### Placement by cell class

Fill, decap, tap and diode cells in gray.
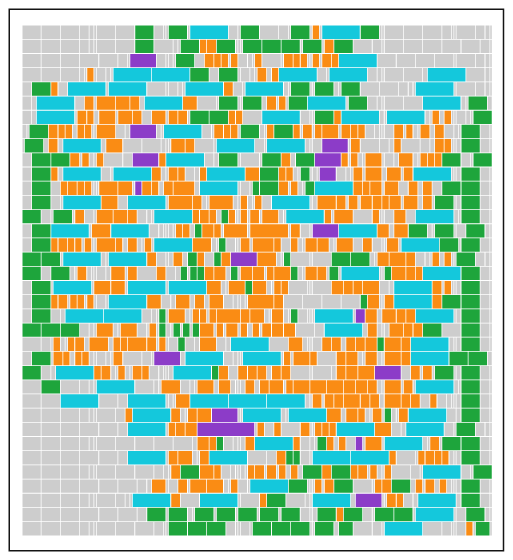
### Signal wires by layer

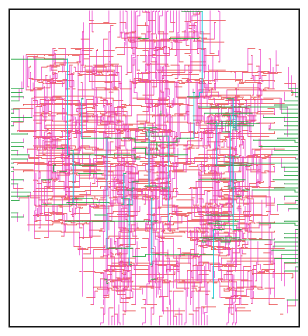
### Routed clock nets over the placement

The bar under the picture is 20 µm long.
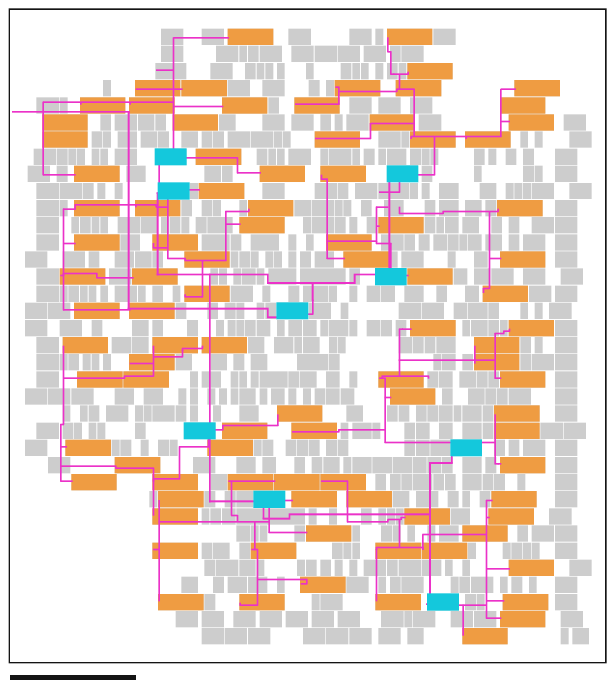
### src/rtl/ptw_mlvl.sv
// Multi-level page-table walker with a single outstanding PTE read.
// Optional root-level walk cache is enabled by defining PTW_WALK_CACHE_EN.
module ptw_mlvl #(
  parameter int              LEVELS    = 2,
  parameter int              VPN_W     = 10,
  parameter int              VA_W      = 32,
  parameter int              PA_W      = 32,
  parameter logic [PA_W-1:0] ROOT_BASE = PA_W'(32'h400)
) (
  input  logic            clk,
  input  logic            rst,
  input  logic            ptw_req_valid_i,
  output logic            ptw_req_ready_o,
  input  logic [VA_W-1:0] ptw_vaddr_i,
  output logic            ptw_resp_valid_o,
  input  logic            ptw_resp_ready_i,
  output logic [31:0]     ptw_pte_o,
  output logic [1:0]      ptw_level_o,
  output logic            ptw_fault_o,
  input  logic            ptw_flush_i,
  output logic            mem_req_valid_o,
  input  logic            mem_req_ready_i,
  output logic [PA_W-1:0] mem_addr_o,
  input  logic            mem_resp_valid_i,
  output logic            mem_resp_ready_o,
  input  logic [31:0]     mem_data_i
);

  typedef enum logic [1:0] {IDLE, MREQ, MWAIT, RESP} state_t;

  localparam logic [1:0] ROOT_LVL = 2'(LEVELS - 1);

  state_t          state;
  logic [VA_W-1:0] vaddr_q;
  logic [1:0]      level_q;

  function automatic logic [VPN_W-1:0] vpn_of(input logic [VA_W-1:0] va, input logic [1:0] lvl);
    return VPN_W'(va >> (12 + VPN_W * int'(lvl)));
  endfunction

  function automatic logic [PA_W-1:0] pte_addr(input logic [PA_W-1:0] base,
                                               input logic [VA_W-1:0] va,
                                               input logic [1:0]      lvl);
    return base + (PA_W'(vpn_of(va, lvl)) << 2);
  endfunction

  logic            pte_v, pte_r, pte_w, pte_x, pte_leaf, pte_fault;
  logic [PA_W-1:0] next_base;

  assign pte_v     = mem_data_i[0];
  assign pte_r     = mem_data_i[1];
  assign pte_w     = mem_data_i[2];
  assign pte_x     = mem_data_i[3];
  assign pte_leaf  = pte_r | pte_x;
  assign pte_fault = !pte_v || (pte_w && !pte_r) || (!pte_leaf && level_q == 2'd0);
  assign next_base = PA_W'({mem_data_i[31:10], 10'b0});

`ifdef PTW_WALK_CACHE_EN
  logic             cache_valid;
  logic [VPN_W-1:0] cache_tag;
  logic [PA_W-1:0]  cache_base;
  logic             cache_hit;

  // A flush in the acceptance cycle also suppresses the hit, so a flushed entry is never used.
  assign cache_hit = (LEVELS > 1) && cache_valid && !ptw_flush_i &&
                     (cache_tag == vpn_of(ptw_vaddr_i, ROOT_LVL));
`else
  logic unused_flush;
  assign unused_flush = ptw_flush_i;
`endif

  // NOTE: all state and registered outputs use non-blocking assignments so every
  // branch below sees pre-edge values, independent of statement order.
  always_ff @(posedge clk) begin
    if (rst) begin
      state            <= IDLE;
      vaddr_q          <= '0;
      level_q          <= '0;
      ptw_req_ready_o  <= 1'b1;
      ptw_resp_valid_o <= 1'b0;
      ptw_pte_o        <= '0;
      ptw_level_o      <= '0;
      ptw_fault_o      <= 1'b0;
      mem_req_valid_o  <= 1'b0;
      mem_resp_ready_o <= 1'b0;
      mem_addr_o       <= '0;
`ifdef PTW_WALK_CACHE_EN
      // NOTE: only the valid bit needs reset; tag and base are never read while invalid.
      cache_valid      <= 1'b0;
`endif
    end else begin
      case (state)
        IDLE: begin
          if (ptw_req_valid_i) begin
            vaddr_q         <= ptw_vaddr_i;
            ptw_req_ready_o <= 1'b0;
            mem_req_valid_o <= 1'b1;
            state           <= MREQ;
`ifdef PTW_WALK_CACHE_EN
            if (cache_hit) begin
              level_q    <= 2'(LEVELS - 2);
              mem_addr_o <= pte_addr(cache_base, ptw_vaddr_i, 2'(LEVELS - 2));
            end else
`endif
            begin
              level_q    <= ROOT_LVL;
              mem_addr_o <= pte_addr(ROOT_BASE, ptw_vaddr_i, ROOT_LVL);
            end
          end
        end

        MREQ: begin
          if (mem_req_ready_i) begin
            mem_req_valid_o  <= 1'b0;
            mem_resp_ready_o <= 1'b1;
            state            <= MWAIT;
          end
        end

        MWAIT: begin
          if (mem_resp_valid_i) begin
            mem_resp_ready_o <= 1'b0;
            if (pte_fault || pte_leaf) begin
              ptw_pte_o        <= mem_data_i;
              ptw_level_o      <= level_q;
              ptw_fault_o      <= pte_fault;
              ptw_resp_valid_o <= 1'b1;
              state            <= RESP;
            end else begin
              // Valid pointer above level 0: descend one level.
              level_q         <= level_q - 2'd1;
              mem_addr_o      <= pte_addr(next_base, vaddr_q, level_q - 2'd1);
              mem_req_valid_o <= 1'b1;
              state           <= MREQ;
`ifdef PTW_WALK_CACHE_EN
              if (level_q == ROOT_LVL) begin
                cache_valid <= 1'b1;
                cache_tag   <= vpn_of(vaddr_q, ROOT_LVL);
                cache_base  <= next_base;
              end
`endif
            end
          end
        end

        RESP: begin
          if (ptw_resp_ready_i) begin
            ptw_resp_valid_o <= 1'b0;
            ptw_req_ready_o  <= 1'b1;
            state            <= IDLE;
          end
        end

        default: state <= IDLE;
      endcase

`ifdef PTW_WALK_CACHE_EN
      // Last assignment wins: flush beats a same-cycle fill.
      if (ptw_flush_i) cache_valid <= 1'b0;
`endif
    end
  end

endmodule

### config.mk
export PLATFORM = sky130hd
export DESIGN_NAME = ptw_mlvl
export DESIGN_NICKNAME = d
export VERILOG_FILES = /design/src/rtl/ptw_mlvl.sv
export SDC_FILE = /design/constraint.sdc
export NUM_CORES = 1
export LEC_CHECK = 0
export CORE_ASPECT_RATIO = 1.1
export CORE_MARGIN = 2
export CORE_UTILIZATION = 46
export DETAILED_ROUTE_END_ITERATION = 12
export GPL_TIMING_DRIVEN = 0
export PLACE_DENSITY = 0.81
export SLEW_MARGIN = 20
export SYNTH_ARGS = -nofsm -noshare
export SYNTH_HDL_FRONTEND = slang
export SYNTH_SLANG_ARGS = --single-unit
### constraint.sdc
create_clock -name clk -period 4.1 [get_ports clk]
set_clock_uncertainty 0.05 [all_clocks]
set_input_delay 0.82 -clock clk [delete_from_list [all_inputs] [get_ports clk]]
set_output_delay 0.82 -clock clk [all_outputs]
set_load 0.02 [all_outputs]
==> impl_metrics.py <==
# Metrics from the implementation run
metrics = {
    "power": {
        "power-top-group": "sequential cells",
        "seq_power_mw": 0.975,
        "intPower_mw": 1.43,
        "seqPwrFrac": 0.494,
        "total_switching_power_mw": 0.544,
        "reported_clock_group_power_mw": 0.628,
        "vdd_ir_drop_max_mv": 0.168,
        "power_density_nw_per_um2": 343,
        "swShare": 0.276,
        "powerComb_mw": 0.371,
    },
    "synthesis": {
        "yosys.cell_types.count": 48,
        "synthXorXnorAreaFrac": 0.0232,
        "yosys-mux-area-fraction": 0.0245,
        "syn_avg_cell_area_um2": 8.05,
        "synth-edff-count": 0,
        "ys_seq_frac": 0.449,
        "aoi_share": 0.218,
        "yosys_area_um2": 4140,
        "most_common_cell": "sky130_fd_sc_hd__nand2_1",
        "synth_top_flop_cell": "sky130_fd_sc_hd__dfxtp_1",
        "synth-simple-area-share": 0.226,
        "synthCells": 515,
        "synth_area_um2": 4140,
        "yosys.area.top_type_share": 0.449,
        "synth.yosys.num_cells": 515,
    },
    "setup_path": {
        "worst_path_largest_cell_delay_ns": 0.68,
        "worst-setup-path-type": "flip-flop to flip-flop",
        "worstPathMaxFanout": 10,
        "cp_top_family": "simple AND/OR/NAND/NOR gates",
        "worst_setup_path_end_kind": "flip-flop",
        "worst_ep_arrival_time_ns": 4.08,
        "cp.required_ns": 4.35,
        "timing.critical_path.cells": "buf_1 -> inv_1 -> ha_1 -> nor2b_1 -> ha_1 -> inv_1 -> fa_1 -> and3b_1 -> nand3_1 -> or4b_2 -> nand3_1",
        "critical_path.startpoint_type": "flip-flop",
        "ff2ff_setup_slack_ns": 0.26,
    },
    "drt": {
        "drt-pass1-iter-count": 6,
        "routed-via-count": 4317,
        "drt_iter0_drc": 263,
        "ant_nets": 0,
        "met3WireLength_um": 866,
        "detailroute.wirelength.met2_um": 6090,
        "detail_route.wirelength.met1_um": 4820,
        "vias_per_cell": 5.59,
    },
    "clock_network": {
        "cts.repair.resized": 0,
        "clock_sinks": 93,
        "ctsLongestPathBuffers": 2,
        "number_of_hold_buffers_added_after_cts": 0,
        "h-tree-depth": 3,
        "cts.reportedPaths.clkPinSlew_ns": 0.08,
        "count_of_buffers_added_by_post_cts_timing_repair_for_setup": 0,
    },
    "floorplan": {
        "floorplan.core_util": 0.469,
        "chipArea_um2": 9780,
        "die_w_um": 94.5,
        "i_o_pin_cnt": 142,
    },
    "placement": {
        "place_hpwl_um": 9100,
        "place_inst": 756,
        "port_buffers": 126,
    },
    "global_route": {
        "grt_util_met3": 0.0444,
        "grt.met2_usage": 0.413,
        "largest_net_degree_at_the_start_of_global_routing": 15,
        "global_route.usage.met1": 0.293,
        "gr-usage-all-layers": 0.243,
        "global_route_congestion_overflow_total": 0,
        "grt_pass1_wl_um": 18900,
        "via_count_of_the_first_global_routing_pass": 4023,
    },
    "final_timing": {
        "fin_tns_setup_ns": 0,
        "grt_setup_unrepaired": "false",
        "timing.final.ws_setup_ns": 0.263,
        "timing_max_transition_violations_final": 0,
        "timing.hold.ws_ns": 0.406,
        "max_clock_freq_mhz": 261,
        "final-setup-viol-count": 0,
        "hold_viol_final": 0,
        "finalCriticalPeriod_ns": 3.84,
        "finalCritPeriodShare": 0.936,
    },
    "cells_and_area": {
        "largest_reg_flops": 32,
        "area_growth_syn_to_layout_pct": 38.9,
        "drive_gt1_frac": 0.0410,
        "register_area_um2": 1860,
        "fill_cells": 778,
        "num_antenna_cells": 0,
        "registers_with_the_most_flip_flops": "ptw_pte_o x32, mem_addr_o x30, vaddr_q x20",
        "number_of_nets_in_the_layout": 729,
        "multiInputGateArea_um2": 2120,
        "dominant_logic_cell_type_in_the_layout": "sky130_fd_sc_hd__clkdlybuf4s50_1",
    },
    "flow_run": {
        "warnings": 39,
    },
    "outcome": {
        "outcome": "complete, no violations",
    },
}
-- 'Placement by cell class' (at the start) --
| color | class | cells | share of their area |
|---|---|---|---|
| green | other buffers and delay cells | 160 | 25% |
| purple | clock drivers and dummy loads | 16 | 3.6% |
| orange | all other logic | 389 | 38% |
| cyan | flip-flops | 93 | 33% |
cell area after layout: 5750 µm²
Final Core Density: 0.652
standard cell core area: 8830 µm²
fraction of area in registers: 0.324
cell row count: 36

-- 'Signal wires by layer' (at the start) --
| color | layer | wire length |
|---|---|---|
| red | met1 | 4820 µm |
| cyan | met4 | 347 µm |
| green | met3 | 867 µm |
| magenta | met2 | 6090 µm |
final routed wire length divided by cell count: 15.7 µm
final wirelength: 12100 µm

-- 'Routed clock nets over the placement' (at the start) --
[magenta] clock wires | length: 1050 µm
[orange] flip-flops | count: 93
[cyan] cells driving clock nets | count: 9
routed clock nets: 10
portion of total power attributed to the clock network: 0.318
latest clock arrival within the worst-skew pair: 0.36 ns

worst paths after layout:
check	end	startpoint	depth (start not counted)
worst min-delay path	ptw_pte_o[21]	ptw_pte_o[21]	2
worst min register to register	ptw_pte_o[21]	ptw_pte_o[21]	2
worst max register to register	mem_addr_o[28]	level_q[0]	11
worst max-delay path	mem_addr_o[28]	level_q[0]	11
cell type report:
| class | count | share of cell area |
|---|---|---|
| inverter | 7 | 0.00457 |
| tap | 114 | 0.0248 |
| clock buffer | 13 | 0.0276 |
| buffer | 34 | 0.0246 |
| multi-input combinational | 382 | 0.368 |
| sequential | 93 | 0.324 |
| timing repair buffer | 126 | 0.219 |
| clock inverter | 3 | 0.00761 |
No activity file was given, so power comes from the tool's default toggle rates.
